**src/rtl/cmp_stream_pkg.sv**
```systemverilog
// Shared types and helpers for the compressor result streaming stages.
// Each serializer stage takes its frame width from here and can override it.
package cmp_stream_pkg;

  typedef enum logic {
    IDLE  = 1'b0,
    SHIFT = 1'b1
  } state_t;

  // square17 cascade produces dst0..dst21
  localparam int DEFAULT_WIDTH = 22;

  function automatic int cnt_bits(input int width);
    return (width <= 2) ? 1 : $clog2(width);
  endfunction

  function automatic logic is_last_beat(input logic [31:0] cnt, input int width);
    return cnt == 32'(width - 1);
  endfunction

endpackage

```
**src/rtl/result_serializer_if.sv**
```systemverilog
// Parallel-capture / serial-emit stream bundle between the compressor and its serializer.
// The slave modport is the serializer's view; the master modport is the producer/consumer side.
interface result_serializer_if import cmp_stream_pkg::*; #(
  parameter int WIDTH = DEFAULT_WIDTH
);
  logic [WIDTH-1:0] col;
  logic             in_valid;
  logic             in_ready;
  logic             sout;
  logic             sout_valid;
  logic             sout_ready;
  logic             sout_first;
  logic             sout_last;

  modport slave (
    input  col, in_valid, sout_ready,
    output in_ready, sout, sout_valid, sout_first, sout_last
  );

  modport master (
    output col, in_valid, sout_ready,
    input  in_ready, sout, sout_valid, sout_first, sout_last
  );
endinterface

```
**src/rtl/result_serializer.sv**
```systemverilog
// Captures a WIDTH-bit compressor result and emits it one bit per beat; first beat 1 cycle after capture.
// Output stalls on sout_ready=0; in_ready is the registered hold-empty flag, so one word can queue behind the frame in flight.
module result_serializer import cmp_stream_pkg::*; #(
  parameter int WIDTH     = DEFAULT_WIDTH,
  parameter bit LSB_FIRST = 1'b1,
  parameter int CNT_W     = 16
) (
  input  logic               clk,
  input  logic               rst_n,
  result_serializer_if.slave bus,
  output logic [CNT_W-1:0]   frame_cnt
);

  localparam int BW = cnt_bits(WIDTH);

  state_t             state_q, state_d;
  logic [WIDTH-1:0]   shift_q, shift_d;
  logic [WIDTH-1:0]   hold_q, hold_d;
  logic               hold_full_q, hold_full_d;
  logic [BW-1:0]      bit_cnt_q, bit_cnt_d;
  logic [CNT_W-1:0]   frame_cnt_q, frame_cnt_d;

  logic               sout_valid;
  logic               capture;
  logic               beat;
  logic               last_bit;
  logic               last_beat;
  logic [WIDTH-1:0]   shifted;

  assign sout_valid = (state_q == SHIFT);
  assign capture    = bus.in_valid & ~hold_full_q;
  assign beat       = sout_valid & bus.sout_ready;
  assign last_bit   = is_last_beat(32'(bit_cnt_q), WIDTH);
  assign last_beat  = beat & last_bit;

  // The output end of the shift register is always the bit on the wire.
  assign shifted = LSB_FIRST ? {1'b0, shift_q[WIDTH-1:1]} : {shift_q[WIDTH-2:0], 1'b0};

  assign bus.in_ready   = ~hold_full_q;
  assign bus.sout_valid = sout_valid;
  assign bus.sout       = LSB_FIRST ? shift_q[0] : shift_q[WIDTH-1];
  assign bus.sout_first = sout_valid & (bit_cnt_q == '0);
  assign bus.sout_last  = sout_valid & last_bit;
  assign frame_cnt      = frame_cnt_q;

  always_ff @(posedge clk or negedge rst_n) begin
    if (!rst_n) begin
      state_q     <= IDLE;
      shift_q     <= '0;
      hold_q      <= '0;
      hold_full_q <= 1'b0;
      bit_cnt_q   <= '0;
      frame_cnt_q <= '0;
    end else begin
      state_q     <= state_d;
      shift_q     <= shift_d;
      hold_q      <= hold_d;
      hold_full_q <= hold_full_d;
      bit_cnt_q   <= bit_cnt_d;
      frame_cnt_q <= frame_cnt_d;
    end
  end

  always_comb begin
    state_d     = state_q;
    shift_d     = shift_q;
    hold_d      = hold_q;
    hold_full_d = hold_full_q;
    bit_cnt_d   = bit_cnt_q;
    frame_cnt_d = frame_cnt_q;

    case (state_q)
      IDLE: begin
        if (capture) begin
          shift_d   = bus.col;
          bit_cnt_d = '0;
          state_d   = SHIFT;
        end
      end

      SHIFT: begin
        if (beat) begin
          shift_d   = shifted;
          bit_cnt_d = bit_cnt_q + 1'b1;
        end
        if (capture && !last_beat) begin
          hold_d      = bus.col;
          hold_full_d = 1'b1;
        end
        if (last_beat) begin
          bit_cnt_d = '0;
          if (frame_cnt_q != '1) begin
            frame_cnt_d = frame_cnt_q + 1'b1;
          end
          // A queued word wins; otherwise a same-cycle capture skips the hold buffer.
          if (hold_full_q) begin
            shift_d     = hold_q;
            hold_full_d = 1'b0;
          end else if (capture) begin
            shift_d = bus.col;
          end else begin
            state_d = IDLE;
          end
        end
      end

      default: state_d = IDLE;
    endcase
  end

endmodule

```
**src/flat_wrapper.sv**
```systemverilog
// flat-port wrapper written by rule: the top's interface ports become plain ports
module result_serializer_flat import cmp_stream_pkg::*;
#(
  parameter int WIDTH     = DEFAULT_WIDTH,
  parameter bit LSB_FIRST = 1'b1,
  parameter int CNT_W     = 16
)
  (clk, rst_n, frame_cnt, bus_col, bus_in_valid, bus_sout_ready, bus_in_ready, bus_sout, bus_sout_valid, bus_sout_first, bus_sout_last);
  result_serializer_if #(.WIDTH(WIDTH)) bus_i ();
  input  logic clk;
  input  logic rst_n;
  output logic [CNT_W-1:0] frame_cnt;
  input wire logic [$bits(bus_i.col)-1:0] bus_col;
  input wire logic [$bits(bus_i.in_valid)-1:0] bus_in_valid;
  input wire logic [$bits(bus_i.sout_ready)-1:0] bus_sout_ready;
  output wire logic [$bits(bus_i.in_ready)-1:0] bus_in_ready;
  output wire logic [$bits(bus_i.sout)-1:0] bus_sout;
  output wire logic [$bits(bus_i.sout_valid)-1:0] bus_sout_valid;
  output wire logic [$bits(bus_i.sout_first)-1:0] bus_sout_first;
  output wire logic [$bits(bus_i.sout_last)-1:0] bus_sout_last;
  assign bus_i.col = bus_col;
  assign bus_i.in_valid = bus_in_valid;
  assign bus_i.sout_ready = bus_sout_ready;
  assign bus_in_ready = bus_i.in_ready;
  assign bus_sout = bus_i.sout;
  assign bus_sout_valid = bus_i.sout_valid;
  assign bus_sout_first = bus_i.sout_first;
  assign bus_sout_last = bus_i.sout_last;
  result_serializer #(.WIDTH(WIDTH), .LSB_FIRST(LSB_FIRST), .CNT_W(CNT_W)) u_core (.clk(clk), .rst_n(rst_n), .bus(bus_i), .frame_cnt(frame_cnt));
endmodule
```
**config.mk**
```make
export PLATFORM = sky130hd
export DESIGN_NAME = result_serializer_flat
export DESIGN_NICKNAME = d
export VERILOG_FILES = /design/src/rtl/cmp_stream_pkg.sv /design/src/rtl/result_serializer_if.sv /design/src/rtl/result_serializer.sv /design/src/flat_wrapper.sv
export SDC_FILE = /design/constraint.sdc
export NUM_CORES = 1
export LEC_CHECK = 0
export ABC_AREA = 1
export CAP_MARGIN = 5
export CORE_MARGIN = 2
export CORE_UTILIZATION = 58
export CTS_BUF_LIST = sky130_fd_sc_hd__clkbuf_4
export CTS_CLUSTER_SIZE = 25
export DETAILED_ROUTE_END_ITERATION = 8
export GPL_ROUTABILITY_DRIVEN = 0
export PLACE_DENSITY = 0.88
export SYNTH_ARGS = -nofsm -noshare
export SYNTH_HDL_FRONTEND = slang
export SYNTH_SLANG_ARGS = --single-unit
```
**constraint.sdc**
```tcl
create_clock -name clk -period 2 [get_ports clk]
set_input_delay 0.5 -clock clk [delete_from_list [all_inputs] [get_ports clk]]
set_output_delay 0.5 -clock clk [all_outputs]
set_load 0.01 [all_outputs]
```
==> ci_impl_report.md, run 1 <==
### Yosys + OpenROAD results

| Metric | Value |
|---|---|
| Max frequency | `505 MHz` |
| Number of cells produced by synthesis | `585` |
| Level count of the clock H-tree | `3` |
| Number of slew-limit violations in the final report | `0` |
| Starting utilization of the core area | `0.595` |
| Master of the slowest instance on the critical path | `sky130_fd_sc_hd__dfrtp_1` |
| Via Count | `3959` |
| Worst Setup EP | `bus_sout_last` |
| Nature of the critical path endpoint | `output port` |
| Total negative setup slack | `0 ns` |
| Post-synthesis async set-or-reset flop share | `1.00` |
| Worst max-slew margin expressed relative to the limit | `0.723` |
| Post-route ant nets | `0` |
| Final net count | `668` |
| Crit-path leading delay family | `flip-flops` |
| Critical register-to-register path startpoint | `u_core.bit_cnt_q[0]` |
| Fa+ha+maj area frac | `0.0124` |
| Detailed-route vias per instance | `5.50` |
| Remaining DRCs | `0` |
| Hold bufs inserted after CTS | `0` |
| Num ports | `47` |
| Min Tclk post-route | `1.98 ns` |
| Startpoint kind of the worst setup timing path | `register` |
| Chain of cells forming the critical path | `inv_2 -> ha_4 -> nand2_2 -> nor2_4 -> inv_2 -> nor2_2 -> buf_2` |
| Post-route fraction of the period consumed by the critical path | `0.991` |
| Status | `complete, no violations` |
| Met2 Routed Length | `4890 um` |
| Leakage power figure | `2.46 nW` |
| TritonCTS clock tree | `yes` |
| Post-synthesis instance area | `0.00402 mm2` |
| Flip-flops with a built-in enable | `0` |
| Largest clock skew in the final design | `0.0134 ns` |
| Number of cell rows | `30` |
| Max Root-Sink Buffers | `2` |
| Critical path's largest stage delay | `0.41 ns` |
| Post-synth top area cell | `sky130_fd_sc_hd__dfrtp_1` |
| Layout filler cell count | `532` |
| Synth Area in XOR/XNOR | `0.0174` |
| DR iter-0 viols | `284` |
| Post-route standard cell area excluding fillers | `0.00469 mm2` |
| Commonest cells in the netlist | `sky130_fd_sc_hd__nand2_1 (292), sky130_fd_sc_hd__dfrtp_1 (67), sky130_fd_sc_hd__inv_1 (56)` |
| Power per cell area | `848 mW/mm2` |
| Count of cells along the worst register-to-register path | `11` |
| Number of unique standard cell types used by synthesis | `28` |
| IR drop worst, VDD | `0.543 mV` |
| Top cells, area | `sky130_fd_sc_hd__dfrtp_1 (42%), sky130_fd_sc_hd__nand2_1 (27%), sky130_fd_sc_hd__nand3_1 (6.8%)` |
| DR WL met3 | `582 um` |
| Max-cap violations | `0` |
| Endpoint of the most critical register-to-register path | `u_core.hold_q[9]` |
| Top layer reached by signal wires | `met4` |
| Total detailed-routing wirelength | `9900 um` |
| Pin count of the biggest net entering global routing | `68` |
| Detailed-routing wirelength on met1 | `4230 um` |
| Multi-input gate area | `0.00195 mm2` |
| Synth Warn # | `0` |
| #FFs+latches synth | `67` |
| Number of failing setup endpoints in the final timing report | `0` |
| Post-synthesis area per instance | `6.87 um2` |
| Buffers and inverters on the worst path | `3` |
| Clock-pin slew reported for the worst setup and hold paths after clock tree synthesis | `0.11 ns` |
| Cell count after placement | `702` |
| Dpl hpwl | `6580 um` |
| Most common logic cell in the routed design | `sky130_fd_sc_hd__nand2_1` |
| Most frequent logic cells in the routed design | `sky130_fd_sc_hd__nand2_1 (291), sky130_fd_sc_hd__dfrtp_1 (65), sky130_fd_sc_hd__nand3_1 (55)` |
| Worst hold slack across all endpoints | `0.0994 ns` |
| Sequential share of the synthesized area | `0.417` |
| Iteration tally of the first detailed-router pass | `5` |
| Comb area leader | `simple AND/OR/NAND/NOR gates` |
| Simple share | `0.394` |
| Antenna violations before repair | `0` |
| Routing layer with the top usage in global route | `met2` |
| Synth top area share | `0.417` |
| Largest fanout on the critical path | `3` |
| Synth-to-layout area growth | `16.7%` |
| Antenna Cells | `0` |
| Met2 track utilization from global routing | `0.458` |
| Root buffer selected by CTS | `sky130_fd_sc_hd__clkbuf_4` |
| Launch point of the worst path | `u_core.bit_cnt_q[1]` |
| Area used by sequential logic in the layout | `0.00168 mm2` |
| Tightest Hold Check Type | `in2async` |
| Main synth FF type | `sky130_fd_sc_hd__dfrtp_1` |
| Met1 global-route usage | `0.355` |
| Count of instantiated cells in the yosys netlist | `585` |
| Most used cell, CP | `sky130_fd_sc_hd__inv_2` |
| Worst setup path class | `reg2out` |
| Stages on the worst setup path | `7` |
| RSZ-0062 raised after global routing | `yes` |
| Non-Filler Instances | `720` |
| Number of nets at floorplan | `615` |
| Most used standard cell by instance count after synthesis | `sky130_fd_sc_hd__nand2_1` |
| Arrival time reported for the critical path endpoint | `1.48 ns` |
| Log Warnings | `30` |
| Aoi share | `0.0517` |
| Total die size | `0.00761 mm2` |
| Post-Place Cell Area | `0.00454 mm2` |
| WP data required | `1.50 ns` |
| Wire length of the first global-routing pass | `16700 um` |
| Hold Violations, Final | `0` |
| Met3 track demand over resource in global routing | `0.0360` |
| Share of layout cells above drive strength 1 | `0.0969` |
| Via count of the first global-routing pass | `3857` |
| Drt wl/cell | `13.8 um` |
| MUX share of area | `0` |
| Global-route usage over all layers | `0.274` |
| Total clock buffers created by CTS | `9` |
| Worst Max-Slew Pin Slew | `0.415 ns` |
| Die Span Y | `87.3 um` |
| Die span in x | `87.3 um` |
| Source-to-sink clock delay at the later pin of the worst-skew pair | `0.41 ns` |
| Summed standard-cell area reported by yosys | `0.00402 mm2` |
| R2R setup slack | `0.15 ns` |
| CORE AREA | `0.00676 mm2` |
| GR Overflow Total | `0` |
| Total of buffers placed on input and output ports | `46` |
run 1: worst register-to-register path, cell delays in order (launching register included):
cell                      delay, ns
sky130_fd_sc_hd__dfrtp_2       0.46
sky130_fd_sc_hd__ha_4          0.17
sky130_fd_sc_hd__nand2_2       0.08
sky130_fd_sc_hd__nor2_4        0.04
sky130_fd_sc_hd__buf_4         0.13
sky130_fd_sc_hd__buf_4         0.14
sky130_fd_sc_hd__nand2_4       0.10
sky130_fd_sc_hd__nand2_4       0.07
sky130_fd_sc_hd__inv_2         0.16
sky130_fd_sc_hd__nand2_4       0.21
sky130_fd_sc_hd__nand2_1       0.13
sky130_fd_sc_hd__nand2_1       0.06
run 1: per-stage QoR:
stage	setup WS (ns)	total power [mW]	utilization
detailed placement	-0.0483	3.20	0.671
finish	0.0187	3.98	0.694
global route	-0.0643	4.24	0.694
global placement	0.0437	3.10	0.671
CTS	-0.0291	3.92	0.688
floorplan	0.457	2.73	-
run 1: layout make-up:
| cell class | instances | share of cell area |
|---|---|---|
| flip-flops and latches | 67 | 0.358 |
| multi-input cells | 434 | 0.416 |
| inverters | 58 | 0.0464 |
| clock buffers | 12 | 0.0192 |
| repair buffers | 68 | 0.138 |
| well taps | 80 | 0.0213 |
| clock inverters | 1 | 0.000800 |
run 1: power by group:
part / internal [mW] / switching (mW) / total, mW / leakage [nW]
clock: 0.275 / 0.454 / 0.729 / 0.0568
combinational: 0.537 / 0.659 / 1.20 / 1.55
sequential: 1.74 / 0.314 / 2.05 / 0.861
run 1: what timing repair did:
item / CTS / global route
endpoints found under the setup margin: 4 / 4
gates resized: 13 / 8
buffers inserted: 3 / 2
pin swaps: 0 / 2
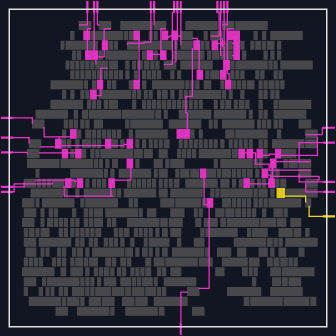
*Wires at chosen ports, followed through buffers, run 1*
[bus_col] magenta | direction: input | end cells: 44 | buffers: 22 | wire: 574 um
[bus_sout_last] yellow | direction: output | end cells: 1 | buffers: 1 | wire: 15.4 um

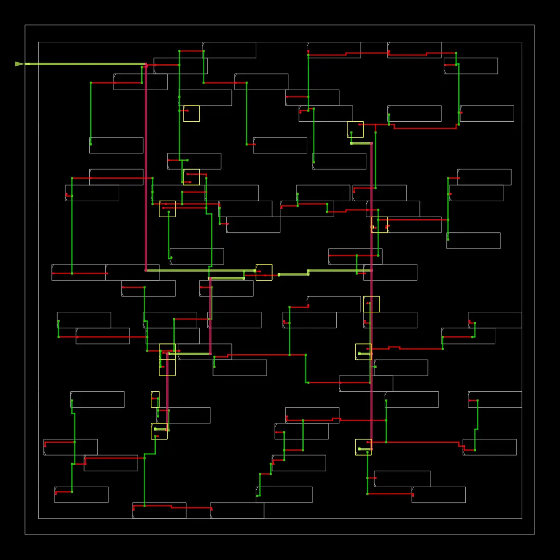
*Clock nets, run 1*
power in the clock group: 729 uW
sequential cell count: 67
total clock sinks: 67

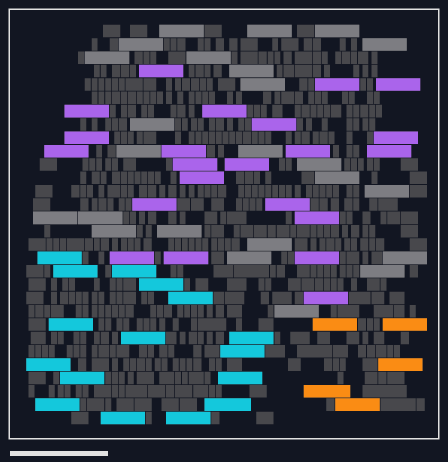
*Where the registers sit, run 1*
Scale bar: 20 um.
[u_core.shift_q] purple | sequential cells: 22
[u_core.frame_cnt] cyan | sequential cells: 16
[u_core.bit_cnt_q] orange | sequential cells: 5 | where: bottom right
not colored: 24

==> inputs of run 2 (changes only) <==
--- a/config.mk
+++ b/config.mk
@@ -8,12 +8,12 @@
 export ABC_AREA = 1
 export CAP_MARGIN = 5
 export CORE_MARGIN = 2
-export CORE_UTILIZATION = 58
+export CORE_UTILIZATION = 25
 export CTS_BUF_LIST = sky130_fd_sc_hd__clkbuf_4
 export CTS_CLUSTER_SIZE = 25
 export DETAILED_ROUTE_END_ITERATION = 8
 export GPL_ROUTABILITY_DRIVEN = 0
-export PLACE_DENSITY = 0.88
+export PLACE_DENSITY = 0.48
 export SYNTH_ARGS = -nofsm -noshare
 export SYNTH_HDL_FRONTEND = slang
 export SYNTH_SLANG_ARGS = --single-unit
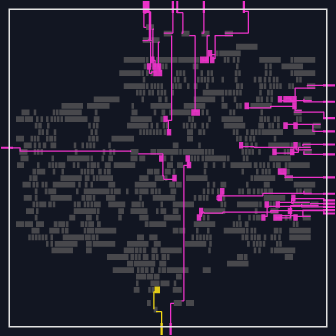
*Wires at chosen ports, followed through buffers, run 2*
[bus_sout_last] yellow | direction: output | end cells: 1 | buffers: 1 | wire: 16.0 um
[bus_col] magenta | direction: input | end cells: 44 | buffers: 22 | wire: 842 um

==> ci_impl_report.md, run 2 <==
### Yosys + OpenROAD results

| Metric | Value |
|---|---|
| R2R setup slack | `0.38 ns (+0.23 ns)` |
| Startpoint kind of the worst setup timing path | `register` |
| Total die size | `0.0171 mm2 (+120%)` |
| Total detailed-routing wirelength | `10800 um (+9.1%)` |
| Die span in x | `131 um (+50%)` |
| Master of the slowest instance on the critical path | `sky130_fd_sc_hd__dfrtp_1` |
| Max frequency | `512 MHz (+1.5%)` |
| Antenna Cells | `0 (unchanged)` |
| Aoi share | `0.0517 (unchanged)` |
| Worst max-slew margin expressed relative to the limit | `0.742 (+0.0189)` |
| Critical path's largest stage delay | `0.44 ns (+0.03 ns)` |
| Worst setup path class | `reg2out` |
| Via count of the first global-routing pass | `3669 (-4.9%)` |
| Share of layout cells above drive strength 1 | `0.128 (+0.0312)` |
| DR iter-0 viols | `147 (-48%)` |
| Wire length of the first global-routing pass | `18000 um (+7.5%)` |
| Number of cell rows | `46 (+53%)` |
| Buffers and inverters on the worst path | `2 (-1)` |
| Internal portion of total power | `2.82 mW (+11%)` |
| Worst hold slack across all endpoints | `0.487 ns (+0.388 ns)` |
| Most used standard cell by instance count after synthesis | `sky130_fd_sc_hd__nand2_1` |
| Comb area leader | `simple AND/OR/NAND/NOR gates` |
| Part of the total power dissipated in combinational logic | `0.291 (-0.010)` |
| Starting utilization of the core area | `0.254 (-0.341)` |
| MUX share of area | `0 (unchanged)` |
| Synth-to-layout area growth | `25.4%` |
| Root buffer selected by CTS | `sky130_fd_sc_hd__clkbuf_4` |
| Via Count | `3751 (-5.3%)` |
| Most common logic cell in the routed design | `sky130_fd_sc_hd__nand2_1` |
| Global-route usage over all layers | `0.134 (-0.140)` |
| Total power after layout | `4.27 mW (+7.4%)` |
| Count of instantiated cells in the yosys netlist | `585 (unchanged)` |
| Post-synthesis area per instance | `6.87 um2 (unchanged)` |
| IR drop worst, VDD | `0.291 mV (-46%)` |
| RSZ-0062 raised after global routing | `yes` |
| Number of nets at floorplan | `615 (unchanged)` |
| Max Root-Sink Buffers | `2 (unchanged)` |
| Sw power | `1.45 mW (+1.6%)` |
| Most frequent logic cells in the routed design | `sky130_fd_sc_hd__nand2_1 (291), sky130_fd_sc_hd__dfrtp_1 (57), sky130_fd_sc_hd__nand3_1 (55)` |
| Synth top area share | `0.417 (unchanged)` |
| Top cells, area | `sky130_fd_sc_hd__dfrtp_1 (42%), sky130_fd_sc_hd__nand2_1 (27%), sky130_fd_sc_hd__nand3_1 (6.8%)` |
| Log Warnings | `30 (unchanged)` |
| Leakage power figure | `2.55 nW (+3.5%)` |
| Final net count | `681 (+1.9%)` |
| Total clock sinks | `67 (unchanged)` |
| Power in the clock group | `991 uW (+36%)` |
| Nature of the critical path endpoint | `output port` |
| Sequential share of the synthesized area | `0.417 (unchanged)` |
| Clock-pin slew reported for the worst setup and hold paths after clock tree synthesis | `0.11 ns (about the same)` |
| Main synth FF type | `sky130_fd_sc_hd__dfrtp_1` |
| Crit-path leading delay family | `flip-flops` |
| Synth Warn # | `0 (unchanged)` |
| Total clock buffers created by CTS | `9 (unchanged)` |
| #FFs+latches synth | `67 (unchanged)` |
| Dpl hpwl | `7310 um (+11%)` |
| Number of unique standard cell types used by synthesis | `28 (unchanged)` |
| Power per cell area | `848 mW/mm2 (about the same)` |
| Status | `complete, no violations` |
| Commonest cells in the netlist | `sky130_fd_sc_hd__nand2_1 (292), sky130_fd_sc_hd__dfrtp_1 (67), sky130_fd_sc_hd__inv_1 (56)` |
| Number of failing setup endpoints in the final timing report | `0 (unchanged)` |
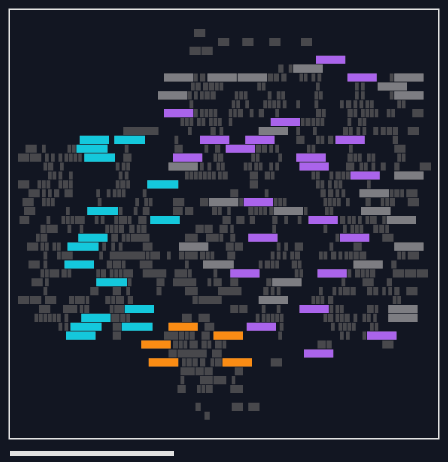
*Where the registers sit, run 2*
Scale bar: 50 um.
P_seq: 2.04 mW
area used by sequential logic in the layout: 0.00169 mm2
Core Util, Final: 0.318

run 2: cell counts after synthesis:
No cell type changed its count.
run 2: final cells by class:
| class | instances | area (um2) |
|---|---|---|
| clock buffers | 9 | 67.6 |
| clock inverters | 7 | 82.6 |
| fillers | 1713 | 10800 |
| inverters | 58 | 218 |
| multi-input cells | 434 | 1960 |
| flip-flops and latches | 67 | 1690 |
| well taps | 216 | 270 |
| repair buffers | 81 | 757 |
run 2: per-layer routing:
layer | track usage | share of wire | up-vias
li1 | - | - | 1926
met1 | 0.168 | 0.47 | 1730
met2 | 0.226 | 0.46 | 87
met3 | 0.0407 | 0.061 | 8
met4 | 0.0325 | 0.0083 | 0
met5 | 0 | 0 | -
run 2: path summary, 6_finish.rpt:
path                       depth (start not counted)                   to           startpoint
min                                                2    u_core.hold_q[17]    u_core.hold_q[17]
max in group asynchronous                          3     u_core.hold_q[9]                rst_n
min in group asynchronous                          2  u_core.bit_cnt_q[4]                rst_n
min reg2reg                                        2    u_core.hold_q[17]    u_core.hold_q[17]
max                                                5       bus_sout_first  u_core.bit_cnt_q[0]
max reg2reg                                        9  u_core.frame_cnt[6]  u_core.frame_cnt[0]
run 2: timing repair:
action | in CTS | in global routing
endpoints found under the setup margin | 8 | 15
endpoints found under the hold margin | 14 | 0
resized | 18 | 12
pin swaps | 0 | 2
hold buffers | 1 | 0
setup buffers | 2 | 6
run 2: stage by stage:
stage	util	cells	cell area [um2]	TNS [ns]	setup WS (ns)
after CTS	0.313	866	4960	-0.0682	-0.0682
after detailed placement	0.302	847	4790	-0.00518	-0.00518
final	0.318	872	5040	0	0.0473
after global routing	0.318	872	5040	-0.157	-0.0915
after floorplan	-	585	4020	0	0.457
after global placement	0.302	847	4790	0	0.0295
==> inputs of run 3 (changes only) <==
--- a/config.mk
+++ b/config.mk
@@ -14,6 +14,7 @@
 export DETAILED_ROUTE_END_ITERATION = 8
 export GPL_ROUTABILITY_DRIVEN = 0
 export PLACE_DENSITY = 0.48
+export SETUP_SLACK_MARGIN = 0.05
 export SYNTH_ARGS = -nofsm -noshare
 export SYNTH_HDL_FRONTEND = slang
 export SYNTH_SLANG_ARGS = --single-unit
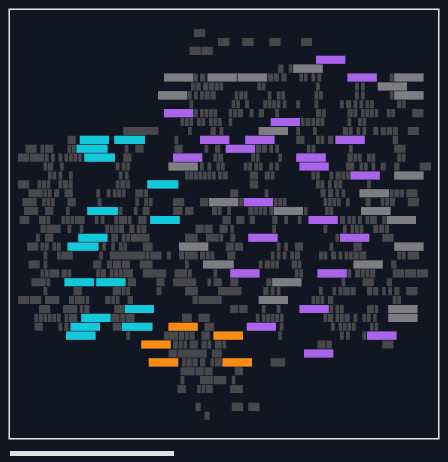
*Where the registers sit, run 3*
Scale bar: 50 um.
area used by sequential logic in the layout: 0.00169 mm2
P_seq: 2.01 mW

==> ci_impl_report.md, run 3 <==
### Yosys + OpenROAD results

| Metric | Value |
|---|---|
| Global-route usage over all layers | `0.137 (+0.00271)` |
| Wire length of the first global-routing pass | `18300 um (+1.6%)` |
| Post-route standard cell area excluding fillers | `0.00514 mm2 (+2.0%)` |
| Post-synthesis async set-or-reset flop share | `1.00` |
| Most common logic cell in the routed design | `sky130_fd_sc_hd__nand2_1` |
| DR iter-0 viols | `154 (+4.8%)` |
| Log Warnings | `30 (unchanged)` |
| Leakage power figure | `2.71 nW (+6.3%)` |
| Power per cell area | `843 mW/mm2 (-0.59%)` |
| Routing layer with the top usage in global route | `met2` |
| Die span in x | `131 um (unchanged)` |
| Core Util, Final | `0.325 (+0.00640)` |
| Fa+ha+maj area frac | `0.0124` |
| Detailed-routing wirelength on met1 | `5250 um (+4.0%)` |
| Met2 Routed Length | `5090 um (+1.7%)` |
| Worst setup path class | `reg2out` |
| Top layer reached by signal wires | `met4` |
| Post-route ant nets | `0` |
| Synth Area in XOR/XNOR | `0.0174` |
| Number of nets at floorplan | `615 (unchanged)` |
| Sequential share of the synthesized area | `0.417 (unchanged)` |
| Worst hold slack across all endpoints | `0.487 ns (-0.000426 ns)` |
| Met3 track demand over resource in global routing | `0.0407 (unchanged)` |
| Synth-to-layout area growth | `27.9%` |
| CORE AREA | `0.0158 mm2` |
| Hold Violations, Final | `0` |
| Synth top area share | `0.417 (unchanged)` |
| Largest fanout on the critical path | `3` |
| Total detailed-routing wirelength | `11000 um (+2.3%)` |
| TritonCTS clock tree | `yes` |
| Total of buffers placed on input and output ports | `46` |
| Number of slew-limit violations in the final report | `0` |
| Cell count after placement | `847 (unchanged)` |
| R2R setup slack | `0.32 ns (-0.06 ns)` |
| Comb area leader | `simple AND/OR/NAND/NOR gates` |
| Number of failing setup endpoints in the final timing report | `0 (unchanged)` |
| Iteration tally of the first detailed-router pass | `4` |
| Count of cells along the worst register-to-register path | `7 (-2)` |
| Total power after layout | `4.33 mW (+1.4%)` |
| Status | `complete, no violations` |
| Worst Setup EP | `bus_sout_first` |
| Starting utilization of the core area | `0.254 (unchanged)` |
| Pre-CTS worst setup slack | `-0.00518 ns (unchanged)` |
| Num ports | `47` |
| Max Root-Sink Buffers | `2 (unchanged)` |
| Antenna Cells | `0 (unchanged)` |
| Synth Warn # | `0 (unchanged)` |
| MUX share of area | `0 (unchanged)` |
| Clock-pin slew reported for the worst setup and hold paths after clock tree synthesis | `0.11 ns (about the same)` |
| Post-route fraction of the period consumed by the critical path | `0.979` |
| Total die size | `0.0171 mm2 (unchanged)` |
| Critical register-to-register path startpoint | `u_core.frame_cnt[0]` |
| Main synth FF type | `sky130_fd_sc_hd__dfrtp_1` |
| Remaining DRCs | `0` |
| Top cells, area | `sky130_fd_sc_hd__dfrtp_1 (42%), sky130_fd_sc_hd__nand2_1 (27%), sky130_fd_sc_hd__nand3_1 (6.8%)` |
| Share of layout cells above drive strength 1 | `0.139 (+0.0114)` |
| Min Tclk post-route | `1.96 ns` |
| Setup slack of the critical path after layout | `0.0416 ns (-0.00575 ns)` |
| Launch point of the worst path | `u_core.bit_cnt_q[0]` |
| Total clock sinks | `67 (unchanged)` |
| WP data required | `1.50 ns` |
| Aoi share | `0.0517 (unchanged)` |
| Count of instantiated cells in the yosys netlist | `585 (unchanged)` |
| Post-synthesis instance area | `0.00402 mm2` |
| Post-synth top area cell | `sky130_fd_sc_hd__dfrtp_1` |
| Nature of the critical path endpoint | `output port` |
| Number of cell rows | `46 (unchanged)` |
| Final net count | `692 (+1.6%)` |
| Detailed-route vias per instance | `4.31` |
| Number of cells produced by synthesis | `585` |
| Worst Max-Slew Pin Slew | `0.391 ns` |
| Most frequent logic cells in the routed design | `sky130_fd_sc_hd__nand2_1 (291), sky130_fd_sc_hd__dfrtp_1 (59), sky130_fd_sc_hd__nand3_1 (55)` |
| Dpl hpwl | `7310 um (unchanged)` |
| Startpoint kind of the worst setup timing path | `register` |
| Flip-flops with a built-in enable | `0` |
| Summed standard-cell area reported by yosys | `0.00402 mm2` |
| Number of unique standard cell types used by synthesis | `28 (unchanged)` |
| Post-synthesis area per instance | `6.87 um2 (unchanged)` |
| Met1 global-route usage | `0.174 (+0.00538)` |
| Antenna violations before repair | `1` |
| GR Overflow Total | `0` |
| Die Span Y | `131 um` |
| Post-Place Cell Area | `0.00479 mm2 (unchanged)` |
| Max-cap violations | `0` |
| Simple share | `0.394` |
| Most used standard cell by instance count after synthesis | `sky130_fd_sc_hd__nand2_1` |
| Non-Filler Instances | `883 (+1.3%)` |
| Total negative setup slack | `0 ns (unchanged)` |
| Level count of the clock H-tree | `3` |
| Max frequency | `511 MHz (-0.29%)` |
| Commonest cells in the netlist | `sky130_fd_sc_hd__nand2_1 (292), sky130_fd_sc_hd__dfrtp_1 (67), sky130_fd_sc_hd__inv_1 (56)` |
| Endpoint of the most critical register-to-register path | `u_core.frame_cnt[2]` |
| Arrival time reported for the critical path endpoint | `1.46 ns` |
| Drt wl/cell | `12.5 um` |
| RSZ-0062 raised after global routing | `yes` |
| Tightest Hold Check Type | `reg2reg` |
| Met2 track utilization from global routing | `0.229 (+0.00306)` |
| IR drop worst, VDD | `0.314 mV (+7.8%)` |
| Multi-input gate area | `0.00196 mm2 (unchanged)` |
| DR WL met3 | `609 um (-7.6%)` |
| Root buffer selected by CTS | `sky130_fd_sc_hd__clkbuf_4` |
| Layout filler cell count | `1707 (-0.35%)` |
| Worst max-slew margin expressed relative to the limit | `0.738 (-0.00360)` |
| #FFs+latches synth | `67 (unchanged)` |
| Via count of the first global-routing pass | `3698 (+0.79%)` |
| Via Count | `3803 (+1.4%)` |
| Pin count of the biggest net entering global routing | `30` |
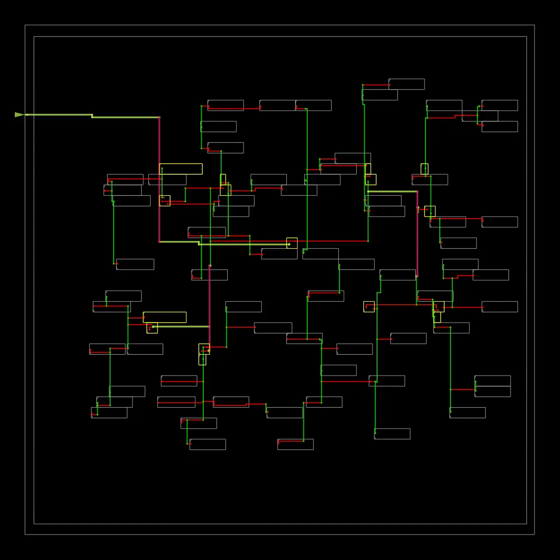
*Clock nets, run 3*
total clock buffers created by CTS: 9
power in the clock group: 996 uW
source-to-sink clock delay at the later pin of the worst-skew pair: 0.43 ns
clock buf count: 9
largest clock skew in the final design: 0.0241 ns

==> run 3: worst min-delay path by stage <==
stage	start	endpoint	slack (ns)	cells past startpoint
floorplan	rst_n	u_core.bit_cnt_q[0]	0.20	0
finish	u_core.hold_q[17]	u_core.hold_q[17]	0.49	2
detailed placement	rst_n	u_core.bit_cnt_q[4]	0.45	1
global placement	u_core.hold_q[17]	u_core.hold_q[17]	0.45	2
CTS	u_core.hold_q[17]	u_core.hold_q[17]	0.49	2
global route	u_core.hold_q[13]	u_core.hold_q[13]	0.51	2
==> run 3: cell type report <==
class,instances,share of cell area
Clock buffer,9,0.0131
Timing Repair Buffer,92,0.167
Tap cell,216,0.0526
Sequential cell,67,0.328
Clock inverter,7,0.0161
Inverter,58,0.0423
Multi-Input combinational cell,434,0.380
==> run 3: cell families (layout without fill, tap and decap cells) <==
group,Yosys count,count (layout)
flops,67,67
fa+ha+maj,4,4
simple gates,383,383
compound gates,39,39
xor+xnor,8,8
buf+inv,84,166
==> run 3: power breakdown <==
group,switching [mW],total [mW],internal (mW)
clock network,0.503,0.996,0.493
registers,0.279,2.01,1.74
logic,0.695,1.32,0.626
==> run 3: what timing repair did <==
action / in CTS / in global routing
hold buffers: 1 / 0
pin swaps: 0 / 2
endpoints found under the setup margin: 17 / 24
resized: 22 / 15
setup buffers: 10 / 9
endpoints found under the hold margin: 14 / 0
==> run 3: worst max-delay path, cell delays in order, from the launching register on <==
cell and delay, ns:
sky130_fd_sc_hd__dfrtp_1 0.44, sky130_fd_sc_hd__inv_1 0.07, sky130_fd_sc_hd__ha_1 0.14, sky130_fd_sc_hd__nand3_1 0.10, sky130_fd_sc_hd__nor3_2 0.14, sky130_fd_sc_hd__buf_2 0.16
Power figures rest on the tool's default switching activity, not on a simulated workload.
